## config.mk

```make
export PLATFORM = sky130hd
export DESIGN_NAME = noc_local_ni
export DESIGN_NICKNAME = d
export VERILOG_FILES = /design/src/rtl/noc_local_ni_pkg.sv /design/src/rtl/ni_rx_fifo.sv /design/src/rtl/noc_local_ni.sv
export SDC_FILE = /design/constraint.sdc
export NUM_CORES = 1
export LEC_CHECK = 0
export ABC_CLOCK_PERIOD_IN_PS = 9200
export CELL_PAD_IN_SITES_DETAIL_PLACEMENT = 0
export CELL_PAD_IN_SITES_GLOBAL_PLACEMENT = 1
export CORE_MARGIN = 3
export CORE_UTILIZATION = 30
export DETAILED_ROUTE_END_ITERATION = 7
export HOLD_SLACK_MARGIN = 0.08
export PLACE_DENSITY_LB_ADDON = 0.1
export SLEW_MARGIN = 20
export SYNTH_ARGS = -nofsm -noshare
export SYNTH_HDL_FRONTEND = slang
export SYNTH_HIERARCHICAL = 1
export SYNTH_SLANG_ARGS = --single-unit
```

## constraint.sdc

```tcl
create_clock -name clk -period 9.2 [get_ports clk]
set_clock_uncertainty 0.05 [all_clocks]
set_input_delay 0.92 -clock clk [delete_from_list [all_inputs] [get_ports clk]]
set_output_delay 0.92 -clock clk [all_outputs]
set_load 0.01 [all_outputs]
```

## src/rtl/noc_local_ni_pkg.sv

```systemverilog
// Shared definitions for the local network interface.
// Flit layout (32 bits): [2:0] dst, [5:3] src, [13:6] seq, [31:14] payload.
// The field positions below are also the ones the router uses for its own
// dst extraction, so both ends agree on one layout.
package noc_local_ni_pkg;

    localparam int DATA_WIDTH  = 32;
    localparam int DST_LSB     = 0;
    localparam int DST_MSB     = 2;
    localparam int SRC_LSB     = 3;
    localparam int SRC_MSB     = 5;
    localparam int SEQ_LSB     = 6;
    localparam int SEQ_MSB     = 13;
    localparam int PAYLOAD_LSB = 14;
    localparam int PAYLOAD_MSB = 31;

    // The RX buffer does not store dst: every buffered flit is addressed to us.
    localparam int RX_ENTRY_W  = DATA_WIDTH - SRC_LSB;

    typedef enum logic {
        TX_IDLE = 1'b0,
        TX_PEND = 1'b1
    } tx_state_e;

endpackage

```

## src/rtl/ni_rx_fifo.sv

```systemverilog
// Synchronous first-word-fall-through FIFO for the NI receive path.
// Ports:
//   clk, rst      clock, asynchronous active-high reset (pointers only)
//   push_i        write data_i this cycle (accepted when not full, or when
//                 a pop happens in the same cycle)
//   pop_i         remove head entry (ignored when empty)
//   data_i        write data
//   full_o        all DEPTH entries occupied
//   empty_o       no entries
//   data_o        head entry, valid whenever empty_o is low
module ni_rx_fifo #(
    parameter int DEPTH = 8,
    parameter int WIDTH = 29
) (
    input  logic             clk,
    input  logic             rst,
    input  logic             push_i,
    input  logic             pop_i,
    input  logic [WIDTH-1:0] data_i,
    output logic             full_o,
    output logic             empty_o,
    output logic [WIDTH-1:0] data_o
);

    localparam int AW = $clog2(DEPTH);

    // One extra pointer bit separates full (MSBs differ) from empty (equal).
    logic [AW:0]      wr_q;
    logic [AW:0]      rd_q;
    logic [WIDTH-1:0] mem_q [DEPTH];
    logic             do_push;
    logic             do_pop;

    assign empty_o = (wr_q == rd_q);
    assign full_o  = (wr_q[AW] != rd_q[AW]) && (wr_q[AW-1:0] == rd_q[AW-1:0]);
    assign do_pop  = pop_i && !empty_o;
    // On a full buffer the write lands in the slot being popped this cycle;
    // the head is still read out from it before the edge.
    assign do_push = push_i && (!full_o || do_pop);
    assign data_o  = mem_q[rd_q[AW-1:0]];

    always_ff @(posedge clk or posedge rst) begin
        if (rst) begin
            wr_q <= '0;
            rd_q <= '0;
        end else begin
            if (do_push) wr_q <= wr_q + (AW+1)'(1);
            if (do_pop)  rd_q <= rd_q + (AW+1)'(1);
        end
    end

    always_ff @(posedge clk) begin
        if (do_push) mem_q[wr_q[AW-1:0]] <= data_i;
    end

endmodule

```

## src/rtl/noc_local_ni.sv

```systemverilog
// Network interface between a core and the LOCAL port of its mesh router.
// TX: packs {payload, seq, NODE_ADDRESS, dst} into a flit, holds it until
//     the router's LOCAL FIFO is not full, one flit per cycle when streaming.
// RX: filters ejected flits by address, buffers them (FWFT) and presents the
//     head flit to the core on a valid/ready handshake.
// Ports:
//   clk, rst                      clock, asynchronous active-high reset
//   tx_valid/tx_ready             core request handshake
//   tx_dst, tx_payload            request fields
//   net_data_out, net_valid_out   flit and write strobe to the router
//   net_full_in                   router LOCAL FIFO full
//   net_data_in, net_valid_in     flit ejected by the router
//   rx_valid/rx_ready             core receive handshake
//   rx_src, rx_seq, rx_payload    head flit fields (0 when empty)
//   drop_cnt, misroute_cnt        saturating 8-bit error counters
//   seq_err_cnt                   only with NI_SEQ_CHECK_EN: saturating count
//                                 of accepted flits with unexpected seq
// Optional feature macro: NI_SEQ_CHECK_EN.
module noc_local_ni
    import noc_local_ni_pkg::*;
#(
    parameter int unsigned NODE_ADDRESS = 0,
    parameter int          RX_DEPTH     = 8
) (
    input  logic        clk,
    input  logic        rst,
    input  logic        tx_valid,
    output logic        tx_ready,
    input  logic [2:0]  tx_dst,
    input  logic [17:0] tx_payload,
    output logic [31:0] net_data_out,
    output logic        net_valid_out,
    input  logic        net_full_in,
    input  logic [31:0] net_data_in,
    input  logic        net_valid_in,
    output logic        rx_valid,
    input  logic        rx_ready,
    output logic [2:0]  rx_src,
    output logic [7:0]  rx_seq,
    output logic [17:0] rx_payload,
    output logic [7:0]  drop_cnt,
    output logic [7:0]  misroute_cnt
`ifdef NI_SEQ_CHECK_EN
    ,
    output logic [7:0]  seq_err_cnt
`endif
);

    localparam logic [2:0] NODE_ADDR = NODE_ADDRESS[2:0];

    function automatic logic [7:0] sat_inc8(input logic [7:0] v);
        return (v == 8'hFF) ? v : v + 8'd1;
    endfunction

    // ---------------- TX ----------------
    tx_state_e   state_q, state_d;
    logic [31:0] flit_q, flit_d;
    logic [7:0]  tx_seq_q, tx_seq_d;

    always_ff @(posedge clk or posedge rst) begin
        if (rst) begin
            state_q  <= TX_IDLE;
            flit_q   <= '0;
            tx_seq_q <= '0;
        end else begin
            state_q  <= state_d;
            flit_q   <= flit_d;
            tx_seq_q <= tx_seq_d;
        end
    end

    always_comb begin
        state_d       = state_q;
        flit_d        = flit_q;
        tx_seq_d      = tx_seq_q;
        net_valid_out = (state_q == TX_PEND) && !net_full_in;
        // A flit leaving this cycle frees the register for the next request.
        tx_ready      = (state_q == TX_IDLE) || net_valid_out;
        if (tx_valid && tx_ready) begin
            flit_d   = {tx_payload, tx_seq_q, NODE_ADDR, tx_dst};
            tx_seq_d = tx_seq_q + 8'd1;
            state_d  = TX_PEND;
        end else if (net_valid_out) begin
            state_d  = TX_IDLE;
        end
    end

    assign net_data_out = flit_q;

    // ---------------- RX ----------------
    logic [2:0]            in_dst;
    logic [2:0]            in_src;
    logic [7:0]            in_seq;
    logic                  addr_hit;
    logic                  fifo_full;
    logic                  fifo_empty;
    logic                  fifo_push;
    logic                  fifo_pop;
    logic [RX_ENTRY_W-1:0] head;
    logic [7:0]            drop_q;
    logic [7:0]            misroute_q;

    assign in_dst    = net_data_in[DST_MSB:DST_LSB];
    assign in_src    = net_data_in[SRC_MSB:SRC_LSB];
    assign in_seq    = net_data_in[SEQ_MSB:SEQ_LSB];
    assign addr_hit  = net_valid_in && (in_dst == NODE_ADDR);
    assign fifo_pop  = !fifo_empty && rx_ready;
    assign fifo_push = addr_hit && (!fifo_full || fifo_pop);

    ni_rx_fifo #(
        .DEPTH (RX_DEPTH),
        .WIDTH (RX_ENTRY_W)
    ) u_rx_fifo (
        .clk     (clk),
        .rst     (rst),
        .push_i  (fifo_push),
        .pop_i   (fifo_pop),
        .data_i  (net_data_in[DATA_WIDTH-1:SRC_LSB]),
        .full_o  (fifo_full),
        .empty_o (fifo_empty),
        .data_o  (head)
    );

    always_ff @(posedge clk or posedge rst) begin
        if (rst) begin
            drop_q     <= '0;
            misroute_q <= '0;
        end else begin
            if (net_valid_in && !addr_hit)
                misroute_q <= sat_inc8(misroute_q);
            if (addr_hit && fifo_full && !fifo_pop)
                drop_q <= sat_inc8(drop_q);
        end
    end

    assign drop_cnt     = drop_q;
    assign misroute_cnt = misroute_q;

    // Head fields are forced to zero while empty so stale storage never shows.
    assign rx_valid   = !fifo_empty;
    assign rx_src     = rx_valid ? head[SRC_MSB-SRC_LSB:0] : '0;
    assign rx_seq     = rx_valid ? head[SEQ_MSB-SRC_LSB:SEQ_LSB-SRC_LSB] : '0;
    assign rx_payload = rx_valid ? head[PAYLOAD_MSB-SRC_LSB:PAYLOAD_LSB-SRC_LSB] : '0;

`ifdef NI_SEQ_CHECK_EN
    logic [7:0] exp_seq_q [8];
    logic [7:0] seq_err_q;

    // Only flits that actually enter the buffer advance the per-source table.
    always_ff @(posedge clk or posedge rst) begin
        if (rst) begin
            for (int i = 0; i < 8; i++) exp_seq_q[i] <= '0;
            seq_err_q <= '0;
        end else if (fifo_push) begin
            if (in_seq != exp_seq_q[in_src])
                seq_err_q <= sat_inc8(seq_err_q);
            exp_seq_q[in_src] <= in_seq + 8'd1;
        end
    end

    assign seq_err_cnt = seq_err_q;
`endif

endmodule

```

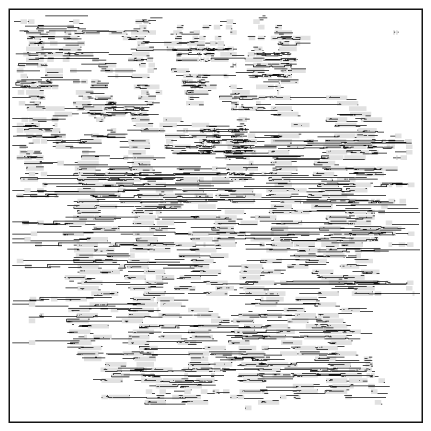
Run 1: M1 wires
(2 px per um) Cells faint in the background.
main direction: horizontal
nets with wire on the layer: 751

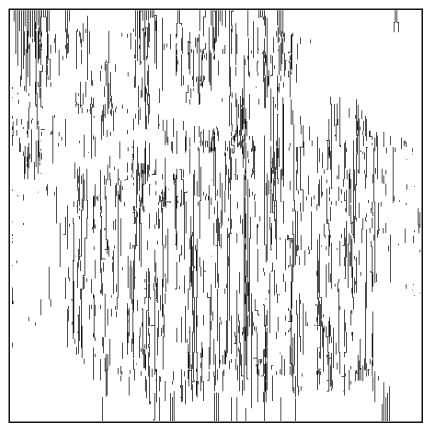
Run 1: metal 2
(2 px per um)
wire length on this layer: 12300 um
main direction: vertical
share of all routed wire: 48%

==> CHANGELOG.md, run 1 <==
## Flow update

* Status: finished clean
* Clock buffers at 33
* Critical path capture point: u_rx_fifo/mem_q[2][0]
* Routed length on met1 at roughly 12000 um
* Net load switching power at approximately 1200 uW
* Setup_tns at 0 ns
* Sw frac at 28.6%
* Final #Nets at between 800 and 900
* Clk Tree Root Cell: sky130_fd_sc_hd__clkbuf_16
* Global routing usage on met2 at 20.0%
* Worst-path fanout max at ~62
* Cells resized by post-CTS repair at 0
* Prevailing logic family in the synthesized netlist: multiplexers
* Power density of the placed cells at between 200 and 300 mW/mm^2
* Cell total in the yosys stat output at 591
* Mux cell area share after synthesis at about a fifth
* Fraction of standard cell area that is sequential at roughly 57%
* Pin slew with the least headroom to its limit at 1.06 ns
* Time the worst path needs with I/O delays and setup at around 4.6 ns
* Antenna violations before repair at 0
* First-pass GRT wire length at 39100 um
* Final setup vio count at 0
* Maximum VDD drop at about 0.14 mV
* Ys flop type: sky130_fd_sc_hd__edfxtp_1
* Max power group: registers
* Yosys top cell area share at approximately 58%
* Post-detail-place hpwl at 15000 um
* Biggest area consumer among synthesized cells: sky130_fd_sc_hd__edfxtp_1
* Tapcell count at around 520
* Fraction of area in multi-input gates at 21.9%
* Number of cell rows at approximately 72
* Mean routed wirelength per cell at ~20 um
* Seq pwr share at 39.7%
* Number of clock sinks seen by CTS at 294
* Most common cell in the synthesized netlist: sky130_fd_sc_hd__edfxtp_1
* Top Layer Used: met4
* Number of cells on the critical path at 9
* Fraction of registers with async set/reset at 21.1%
* Area of the synthesized netlist per yosys stat at 0.0120 mm^2
* Hold/Removal Path Class: reg -> reg
* Min-Delay Endpoint: tx_seq_q[7]
* Latest clock arrival within the worst-skew pair at around 0.55 ns
* Core footprint at ~0.04 mm^2
* Design internal power at between 3000 and 4000 uW
* Most instantiated cells after synthesis: sky130_fd_sc_hd__edfxtp_1 (232), sky130_fd_sc_hd__dfrtp_1 (62), sky130_fd_sc_hd__mux2_2 (62)
* Syn Inst Count at just under 600
* CP Cell Sequence: buf_4, xnor2_1, nand3_2, nor2_4, nand2b_1, a21boi_0, nand3b_1, nor3_2, buf_4
* Global Route met3 Usage at under 10%
* Flop area at 0.00852 mm^2
* Die outline width at roughly 210 um
* Largest net degree at the start of global routing at around 63
* CP bufs+invs at 2
* Starting utilization of the core area at around 31%
* Clock group at about 1300 uW
* Number of ports placed on the die boundary at 139
* Share of final layout cell area taken by clock buffers and inverters at under 10%
* Count of buffers added by post-CTS timing repair for setup at 0
* Critical Path Sink Type: register
* Combinational group power at around 1300 uW
* Flip-flops with a built-in enable at roughly 230
* CTS clk-pin slew, worst paths at 0.06 ns
* Post-layout period usage at 50.1%
* CTS H-Tree Depth at 1
* Count of plain and timing-repair buffers in the layout at 149
* Synth Area in XOR/XNOR at 2.20%
* Total Routed Length at 25500 um
* Relative contribution of combinational cells to total power at between 30% and 40%
* Antenna diode count at 1
* Via Count at 5889
* Via count of the first global-routing pass at around 6500
* Final non-filler cell area at roughly 0.015 mm^2
* Most Frequent Cell on Critical Path: sky130_fd_sc_hd__buf_4
* Die footprint at 0.0423 mm^2
* Warning count from the yosys run at 6
* Cell family with the largest share of critical-path delay: simple AND/OR/NAND/NOR gates
* Clock tree from TritonCTS: done
* Flip-flop count of the largest register, all copies and words added at 232
* Smallest setup slack after layout at 4.59 ns
* Number of warnings in the stage logs at 26
* Reg-to-reg critical path startpoint: u_rx_fifo/rd_q[1]
* Count of cells along the worst hold path at 1
* Most numerous logic cell after layout: sky130_fd_sc_hd__edfxtp_1
* Via density at between 4 and 5
* ANT nets after route at 0
* Power after layout at between 4000 and 5000 uW
* Max frequency at roughly 220 MHz
* Post-route core utilization at approximately 39%
* Signal inverters at 8
* Flop count at between 200 and 300
* Total global-route track usage at roughly an eighth
* Worst slew margin at approximately 30%
* Inserted Clock Buffers at 31
* Pre-CTS setup slack at 4.35 ns
* MI comb cells at 260
* MaxCap Viol Count at 0
* Simple share at roughly 4.5%
* DRC viols at 0
* Startpoint of the tightest hold check path: tx_seq_q[7]
* Worst R2R End: u_rx_fifo/mem_q[2][0]
* Unrepaired setup endpoints after global routing: false
* Count of input and output buffers at ~140
* Share of post-route cells with drive strength above 1 at roughly 20%
* Proportion of synthesized chip area in sequential cells at between 70 and 80%
* CP peak stage delay at ~0.8 ns
* Leading cell types by total area after synthesis: sky130_fd_sc_hd__edfxtp_1 (58%), sky130_fd_sc_hd__dfrtp_1 (13%), sky130_fd_sc_hd__mux4_1 (13%)
* Pleak at roughly 0.0052 uW
* Arr. time, crit path at ~4.8 ns
* Met1 Use GR at 16.4%
* Max-slew violation count at 0
* Area used by multi-input combinational logic at roughly 0.0033 mm^2
* Layout overhead on the synthesized area at 25.9%
* Worst r2r path cells at 9
* Worst-path cell with the longest stage delay: sky130_fd_sc_hd__nor3_2
* Final-layout non-clock buffer area share at 10.0%
* Routability-driven placement congestion ratio at 0.711
* Setup CP Type: reg -> reg
* Worst hold slack after final layout at ~0.43 ns
* Area post-placement at about 0.014 mm^2
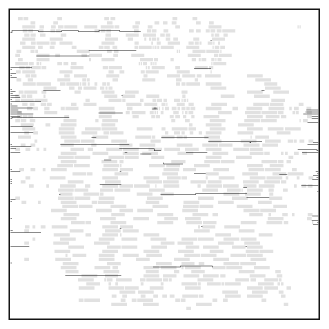
Run 1: met3 routing
(1.5 px per um) Cells faint in the background.
main direction: horizontal
share of all routed wire: 3.7%
nets with wire on the layer: 70

Run 1, track usage over the die:
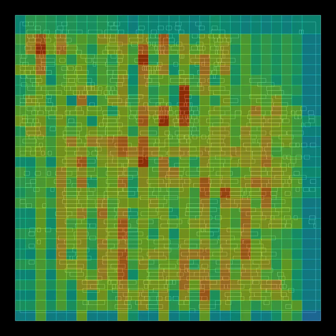

==> run 2: changes to the inputs <==
--- a/config.mk
+++ b/config.mk
@@ -5,7 +5,7 @@
 export SDC_FILE = /design/constraint.sdc
 export NUM_CORES = 1
 export LEC_CHECK = 0
-export ABC_CLOCK_PERIOD_IN_PS = 9200
+export ABC_CLOCK_PERIOD_IN_PS = 4100
 export CELL_PAD_IN_SITES_DETAIL_PLACEMENT = 0
 export CELL_PAD_IN_SITES_GLOBAL_PLACEMENT = 1
 export CORE_MARGIN = 3
==> constraint.sdc (replaced) <==
create_clock -name clk -period 4.1 [get_ports clk]
set_clock_uncertainty 0.05 [all_clocks]
set_input_delay 0.41 -clock clk [delete_from_list [all_inputs] [get_ports clk]]
set_output_delay 0.41 -clock clk [all_outputs]
set_load 0.01 [all_outputs]
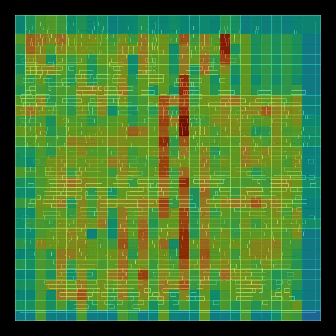
Run 2: track usage over the die
Global Route met3 Usage: 2.53%
total global-route track usage: 12.6%

==> run 2 against run 1 <==
  * Critical path depth is 3 lower
  * Utilization up 0.45 points
  * Largest cell class unchanged
  * Highest routed layer unchanged
  * Via count increased by 2.1%
  * Cell count is 0.70% higher
  * Clock-buffer cell count up 13
  * Largest power group unchanged
  * Flip-flop count stayed put
  * Setup slack got worse by 3.9 ns
  * Non-clock buffer count rose by 4
  * Wire length is 3.7% higher
  * Combinational power increased by 140%
  * Worst hold slack lost 0.20 ns
  * Register-to-register slack worse by 3.8 ns
==> CHANGELOG.md, run 2 <==
## Flow update

* First-pass GRT wire length at 40500 um (+3.5%)
* Worst-path cell with the longest stage delay: sky130_fd_sc_hd__dfrtp_1
* Worst-path fanout max at 30 (-52%)
* Cell family with the largest share of critical-path delay: buffers and inverters
* Status: finished clean
* Die outline width at 206 um (unchanged)
* Starting utilization of the core area at 30.7% (unchanged)
* Maximum VDD drop at 0.455 mV (+230%)
* Biggest area consumer among synthesized cells: sky130_fd_sc_hd__edfxtp_1
* Mean routed wirelength per cell at 20.4 um (+3.0%)
* Worst hold slack after final layout at 0.239 ns (-0.196 ns)
* Critical path capture point: rx_payload[16]
* Top Layer Used: met4
* Routability-driven placement congestion ratio at 0.700 (-1.5%)
* Power after layout at 9830 uW (+130%)
* Antenna violations before repair at 0 (unchanged)
* Prevailing logic family in the synthesized netlist: multiplexers
* Final #Nets at 816 (+0.99%)
* Share of post-route cells with drive strength above 1 at 20.2% (-0.13 points)
* Post-detail-place hpwl at 15800 um (+5.5%)
* CP Cell Sequence: xnor2_1, nand3_2, nor2_4, buf_4, nor2b_1, clkdlybuf4s50_1
* Number of cell rows at 72 (unchanged)
* ANT nets after route at 0 (unchanged)
* Design internal power at 7050 uW (+130%)
* Combinational group power at 3070 uW (+140%)
* Hold/Removal Path Class: in -> async
* Sw frac at 28.2% (-0.33 points)
* Total Routed Length at 26400 um (+3.7%)
* Relative contribution of combinational cells to total power at 31.2% (+1.1 points)
* Post-route core utilization at 39.1% (+0.45 points)
* Via Count at 6015 (+2.1%)
* Area of the synthesized netlist per yosys stat at 0.0120 mm^2 (unchanged)
* MI comb cells at 260 (unchanged)
* Flip-flop count of the largest register, all copies and words added at 232 (unchanged)
* Leading cell types by total area after synthesis: sky130_fd_sc_hd__edfxtp_1 (58%), sky130_fd_sc_hd__dfrtp_1 (13%), sky130_fd_sc_hd__mux4_1 (13%)
* Number of cells on the critical path at 6 (-3)
* Worst slew margin at 40.6% (+11 points)
* Flip-flops with a built-in enable at 232 (unchanged)
* CP bufs+invs at 2 (unchanged)
* Area used by multi-input combinational logic at 0.00335 mm^2 (+1.4%)
* Syn Inst Count at 591 (unchanged)
* Most numerous logic cell after layout: sky130_fd_sc_hd__edfxtp_1
* Worst R2R End: u_rx_fifo/mem_q[2][20]
* Ys flop type: sky130_fd_sc_hd__edfxtp_1
* Warning count from the yosys run at 6 (unchanged)
* CTS clk-pin slew, worst paths at 0.06 ns (about the same)
* Die footprint at 0.0423 mm^2 (unchanged)
* Fraction of standard cell area that is sequential at 55.9% (-0.65 points)
* Signal inverters at 8 (unchanged)
* Clock tree from TritonCTS: done
* Worst r2r path cells at 8 (-1)
* Cell total in the yosys stat output at 591 (unchanged)
* Proportion of synthesized chip area in sequential cells at 71.2% (unchanged)
* Latest clock arrival within the worst-skew pair at 0.50 ns (-0.05 ns)
* Count of input and output buffers at 135 (unchanged)
* Power density of the placed cells at 645 mW/mm^2 (+130%)
* Number of warnings in the stage logs at 27 (+3.8%)
* Setup_tns at 0 ns (unchanged)
* Final setup vio count at 0 (unchanged)
* CP peak stage delay at 0.69 ns (-0.12 ns)
* Antenna diode count at 0 (-1)
* Pre-CTS setup slack at 0.810 ns (-3.54 ns)
* Clock group at 3130 uW (+140%)
* Area post-placement at 0.0141 mm^2 (+0.99%)
* MaxCap Viol Count at 0 (unchanged)
* Unrepaired setup endpoints after global routing: false
* Simple share at 4.45% (unchanged)
* Count of buffers added by post-CTS timing repair for setup at 0 (unchanged)
* Final-layout non-clock buffer area share at 9.99% (-0.017 points)
* Clock buffers at 46 (+39%)
* Via density at 4.64 (+1.4%)
* Flop area at 0.00852 mm^2 (unchanged)
* Number of clock sinks seen by CTS at 294 (unchanged)
* Critical Path Sink Type: primary output
* Reg-to-reg critical path startpoint: u_rx_fifo/wr_q[1]
* Post-layout period usage at about 84%
* Routed length on met1 at 11600 um (-1.4%)
* Tapcell count at 518 (unchanged)
* Via count of the first global-routing pass at 6577 (+1.7%)
* Share of final layout cell area taken by clock buffers and inverters at 7.71% (+0.68 points)
* Clk Tree Root Cell: sky130_fd_sc_hd__clkbuf_16
* Time the worst path needs with I/O delays and setup at 3.46 ns
* Final non-filler cell area at 0.0153 mm^2 (+1.2%)
* Yosys top cell area share at 58.2% (unchanged)
* Setup CP Type: reg -> out
* Max frequency at roughly 290 MHz
* Mux cell area share after synthesis at 18.7% (unchanged)
* Max-slew violation count at 0 (unchanged)
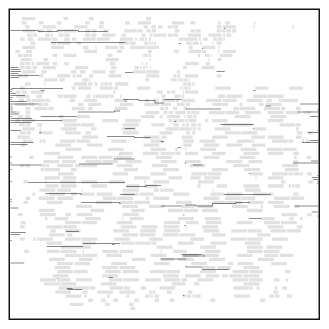
Run 2: met3 routing
(1.5 px per um) Cells faint in the background.
wire length on this layer: 1140 um
nets with wire on the layer: 77
longest straight run: 64.4 um
main direction: horizontal
share of all routed wire: 4.3%

Power is estimated from default activity; no workload was simulated.
